<file path="src/rtl/regfile_mp.sv">
// Multi-port integer register file with a post-reset clear sequence,
// two prioritised write ports, optional write-to-read bypass and a
// pending-write scoreboard for RAW stall detection in decode.
//
// state   | meaning
// --------+-----------------------------------------------------------
// S_CLEAR | zeroing one entry per edge; writes/pend ignored, reads 0,
//         | busy all ones
// S_RUN   | normal operation; ready_o = 1
module regfile_mp #(
    parameter int DATA_W   = 32,
    parameter int ADDR_W   = 5,
    parameter int NUM_RD   = 2,
    parameter int ZERO_REG = 1,
    parameter int BYPASS   = 1
) (
    input  logic                       clk,
    input  logic                       rst,
    input  logic                       rd_en_i,
    input  logic [NUM_RD*ADDR_W-1:0]   rd_addr_i,
    output logic [NUM_RD*DATA_W-1:0]   rd_data_o,
    output logic [NUM_RD-1:0]          busy_o,
    input  logic                       wr0_en_i,
    input  logic [ADDR_W-1:0]          wr0_addr_i,
    input  logic [DATA_W-1:0]          wr0_data_i,
    input  logic                       wr1_en_i,
    input  logic [ADDR_W-1:0]          wr1_addr_i,
    input  logic [DATA_W-1:0]          wr1_data_i,
    input  logic                       pend_set_i,
    input  logic [ADDR_W-1:0]          pend_addr_i,
    output logic                       ready_o
);

    localparam int DEPTH = 2 ** ADDR_W;

    typedef enum logic {
        S_CLEAR = 1'b0,
        S_RUN   = 1'b1
    } state_t;

    state_t                state_q;
    logic [ADDR_W-1:0]     cnt_q;
    logic                  ready_q;
    logic [DATA_W-1:0]     mem_q [DEPTH];
    logic [DEPTH-1:0]      pend_q;
    logic [DEPTH-1:0]      pend_d;

    logic                  run;
    logic                  wr0_ok;
    logic                  wr1_ok;
    logic                  pend_ok;

    assign run     = (state_q == S_RUN);
    // Writes and issue marks to the hardwired zero register are dropped.
    assign wr0_ok  = run && wr0_en_i  && !((ZERO_REG != 0) && (wr0_addr_i  == '0));
    assign wr1_ok  = run && wr1_en_i  && !((ZERO_REG != 0) && (wr1_addr_i  == '0));
    assign pend_ok = run && pend_set_i && !((ZERO_REG != 0) && (pend_addr_i == '0));
    assign ready_o = ready_q;

    // Sequencer: walk the clear counter through every entry, then run.
    always_ff @(posedge clk or negedge rst) begin
        if (!rst) begin
            state_q <= S_CLEAR;
            cnt_q   <= '0;
            ready_q <= 1'b0;
        end else begin
            case (state_q)
                S_CLEAR: begin
                    cnt_q <= cnt_q + 1'b1;
                    if (cnt_q == ADDR_W'(DEPTH - 1)) begin
                        state_q <= S_RUN;
                        ready_q <= 1'b1;
                    end
                end
                S_RUN: begin
                    ready_q <= 1'b1;
                end
                default: begin
                    state_q <= S_CLEAR;
                    cnt_q   <= '0;
                    ready_q <= 1'b0;
                end
            endcase
        end
    end

    // Storage: cleared by the sequencer, not by reset; wr1 is written last so it wins.
    always_ff @(posedge clk) begin
        if (!run) begin
            mem_q[cnt_q] <= '0;
        end else begin
            if (wr0_ok) mem_q[wr0_addr_i] <= wr0_data_i;
            if (wr1_ok) mem_q[wr1_addr_i] <= wr1_data_i;
        end
    end

    // Scoreboard next state: writes retire, a new issue to the same register takes precedence.
    always_comb begin
        pend_d = pend_q;
        if (run) begin
            if (wr0_en_i) pend_d[wr0_addr_i] = 1'b0;
            if (wr1_en_i) pend_d[wr1_addr_i] = 1'b0;
            if (pend_ok)  pend_d[pend_addr_i] = 1'b1;
        end
    end

    // Scoreboard register.
    always_ff @(posedge clk or negedge rst) begin
        if (!rst) begin
            pend_q <= '0;
        end else begin
            pend_q <= pend_d;
        end
    end

    for (genvar g = 0; g < NUM_RD; g++) begin : g_rd
        logic [ADDR_W-1:0] ra;
        logic [DATA_W-1:0] rdata;
        logic              rbusy;
        logic              is_zero;

        assign ra      = rd_addr_i[g*ADDR_W +: ADDR_W];
        assign is_zero = (ZERO_REG != 0) && (ra == '0);

        // Read mux: zero-register rule beats bypass, wr1 bypass beats wr0.
        always_comb begin
            rdata = '0;
            if (run && rd_en_i && !is_zero) begin
                if ((BYPASS != 0) && wr1_en_i && (wr1_addr_i == ra))
                    rdata = wr1_data_i;
                else if ((BYPASS != 0) && wr0_en_i && (wr0_addr_i == ra))
                    rdata = wr0_data_i;
                else
                    rdata = mem_q[ra];
            end
        end

        // Busy ignores rd_en and same-cycle writes; everything is busy while clearing.
        always_comb begin
            rbusy = 1'b1;
            if (run) rbusy = is_zero ? 1'b0 : pend_q[ra];
        end

        assign rd_data_o[g*DATA_W +: DATA_W] = rdata;
        assign busy_o[g]                     = rbusy;
    end

endmodule
</file>
<file path="config.mk">
export PLATFORM = sky130hd
export DESIGN_NAME = regfile_mp
export DESIGN_NICKNAME = d
export VERILOG_FILES = /design/src/rtl/regfile_mp.sv
export SDC_FILE = /design/constraint.sdc
export NUM_CORES = 2
export LEC_CHECK = 0
export CORE_MARGIN = 2
export CORE_UTILIZATION = 35
export CTS_BUF_LIST = sky130_fd_sc_hd__clkbuf_16
export DETAILED_ROUTE_END_ITERATION = 6
export PLACE_DENSITY_LB_ADDON = 0.12
export SYNTH_ARGS = -nofsm -noshare
export SYNTH_HDL_FRONTEND = slang
export SYNTH_SLANG_ARGS = --single-unit
</file>
<file path="constraint.sdc">
create_clock -name clk -period 8.2 [get_ports clk]
set_input_delay 2.46 -clock clk [delete_from_list [all_inputs] [get_ports clk]]
set_output_delay 2.46 -clock clk [all_outputs]
set_load 0.03 [all_outputs]
</file>
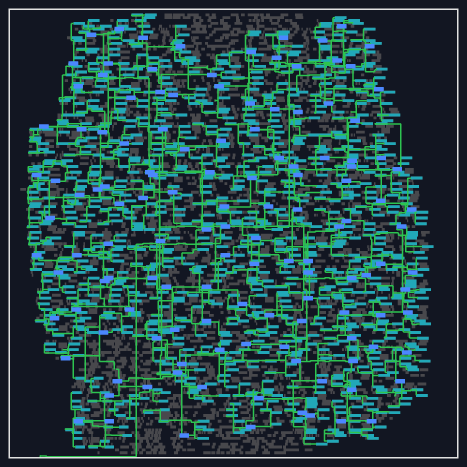
(images/clock_wires.png)
legend:
  clock wires:
    color: green
    length: 16,400 µm
  flip-flops:
    color: cyan
    count: 1,062
  clock-net drivers:
    color: blue
    count: 131
flops lie: all over the die
clk ins delay skew pair: 810 ps
clock distribution power: 5580 µW
clk_skew: 26.6 ps
Clk pwr share: 41.6%

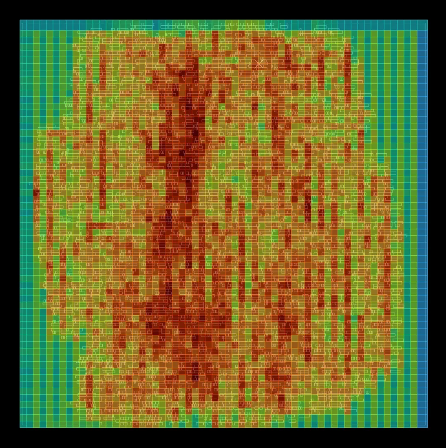
(images/congestion_map.png)
utilization after layout: 40.9%
GR peak layer: met2
met1 Use GR: 40.9%
total track usage: 30.2%
routed len/inst: 35.5 µm

==> flow_summary.toml <==
# yosys + openroad results
[cells_and_area]
final_nets = 5406
design_area_um2 = 72000
layout_top_cell = "nand2_1"
area.growth.synth_to_final_pct = 16.1
fillers = 16400
most-common-layout-cells = "1,071 x nand2_1, 1,024 x edfxtp_1, 999 x o21ai_0"
drive_gt1_share_pct = 20.9

[floorplan]
dieArea_um2 = 180000
boundaryPins = 162
coreArea_um2 = 176000
die_h_um = 425
fp_util_pct = 35.2
rows = 154
die_x_um = 425

[final_timing]
slew_violations = 0
finalClockPeriodUsage_pct = 101
finalHoldViolations = 0
tightest_slew_ps = 1420
rsz0062_at_grt = "no"
fin_tns_setup_ps = -49.4
fmax_mhz = 121
min_period_ps = 8250
worst_slack_ps = -49.4
finalSetupViolations = 1
slew_headroom_pct = 4.84

[global_routing]
grt_start_max_net_pins = 65
gr-usage-met2_pct = 48.0
grt_use_met3_pct = 4.99
grt_pass1_wl_um = 382000
gr-total-overflow = 0
antenna_found_initial = 8
grt_pass1_vias = 46800

[worst_hold_path]
hold_path.startpoint = "ready_o"
hold_class = "reg2reg"

[synth]
ys_ff = 1062
synth_top_flop_cell = "edfxtp_1"
ys_cells = 5397
synth.yosys.warnings = 0
ys_top_cells_by_area = "edfxtp_1 50%, mux4_2 15%, o21ai_0 8.1%, nand2_1 6.5%, mux2i_1 4.1%"
common_cells = "1,072 x nand2_1, 1,024 x edfxtp_1, 999 x o21ai_0, 505 x clkbuf_1, 406 x mux4_2"
synthArstFlopShare_pct = 3.58
top_area_cell = "edfxtp_1"
ys_area_um2 = 62000
netlist.area_leader.share_pct = 49.6
syn-instance-count = 5397
synth-edff-count = 1024
syn-num-nets = 5494
synth_cell_types = 55
syn_avg_cell_area_um2 = 11.5
most_common_cell = "nand2_1"
syn-cell-area_um2 = 62000
ys_seq_share_pct = 51.1

[outcome]
outcome = "complete, but fails checks"
violations = "design-rule violations, negative setup slack"

[worst_setup_path]
cp_max_fo = 12
cp_num_buf_inv = 5
crit_family = "buffers and inverters"
reg2reg_from = "run"
cp_cell_sequence = "clkdlybuf4s50_1, buf_4, nor2_4, a31oi_1, o21ai_4, buf_4, nor4_1, buf_4, a221o_1, buf_12"
end_kind = "primary output"
crit_path_start = "rd_addr_i[7]"
cp.required_ps = 5740
crit_slowest_cell = "nor4_1"
crit_path_frequent_cell = "buf_4"
arrival_ps = 5790
critical_path_class = "in2out"
cp-start-kind = "input pin"
slowest_delay_ps = 870

[detailed_routing]
vias_per_cell = 6.28
wl_met2_um = 128000
finalWirelength_um = 275000
ant_nets = 0
via_count = 48600
met3_length_um = 24400
topRoutingLayerUsed = "met5"
dr.pass1.iters = 7
met1Wirelength_um = 109000
drc = 2
first_iter_violations = 6502

[placement]
pre_cts_ws_ps = -66.7
gp_congestion = 0.875
port_buffers = 161
postPlaceCellArea_um2 = 68000
dp_hpwl_um = 165000

[clock_network]
cts_buffers = 131
cts_buffer_depth = 3
cts_sinks = 1062
tritoncts = "built"
cts.clk_slew.worst_paths_ps = 60
cts-root-buf = "clkbuf_16"
htreeDepth = 4

[power_and_ir_drop]
ir_drop_mv = 0.237
power_uw = 13400
power_density_nw_per_um2 = 186
p_leak_uw = 0.0247

[job]
warning_count = 27
drv_cap = 0
==> what timing repair did <==
item,in CTS,in global routing
hold buffers,0,0
resized,1,0
setup buffers,0,0
hold endpoints to repair,0,0
endpoints found under the setup margin,1,0
==> flip-flops by register name, indices dropped and copies added, names as in the netlist <==
register / count
pend_q: 31
ready_o: 1
mem_q: 1024
run: 1
cnt_q: 5
==> report_power, final <==
part | switching (µW) | internal, µW
sequential | 23.4 | 6010
combinational | 1130 | 665
clock | 2460 | 3120
==> path summary, 6_finish.rpt <==
kind,endpoint,slack [ps],cells after the start
worst max-delay path,rd_data_o[32],-50,10
worst min-delay path,ready_o,470,1
worst max register to register,mem_q[0][15],3800,7
worst min register to register,ready_o,470,1
max in group asynchronous,pend_q[1],5830,1
min in group asynchronous,pend_q[28],1790,1
==> kinds of logic (layout without fill, tap and decap cells) <==
family	after synthesis	count (layout)	synth area share [%]
muxes	727	727	20.1
other	0	2	0
xor gates and xnor gates	23	23	0.325
buffers and inverters	769	769	5.15
AOI/OAI and AO/OA	1543	1543	15.0
DFF	1062	1062	51.1
adders and majority gates	2	2	0.0404
and+or+nand+nor	1271	1271	8.29
==> layout make-up <==
cell class	count	area [µm²]	share of cell area [%]
multi-input cells	3566	27800	38.6
clock buffers	136	3400	4.73
inverters	71	267	0.370
clock inverters	85	547	0.760
repair buffers	477	5310	7.38
well taps	2340	2930	4.07
flip-flops and latches	1062	31700	44.0
diodes	2	5.00	0.00695
==> stage by stage <==
stage | hold slack (ps) | instances | utilization [%]
finish | 470 | 7739 | 40.9
global route | 504 | 7738 | 40.9
CTS | 471 | 7737 | 40.9
detailed placement | 458 | 7516 | 38.6
global placement | 447 | 7516 | 38.6
floorplan | 459 | 5397 | -
Power figures rest on the tool's default switching activity, not on a simulated workload.
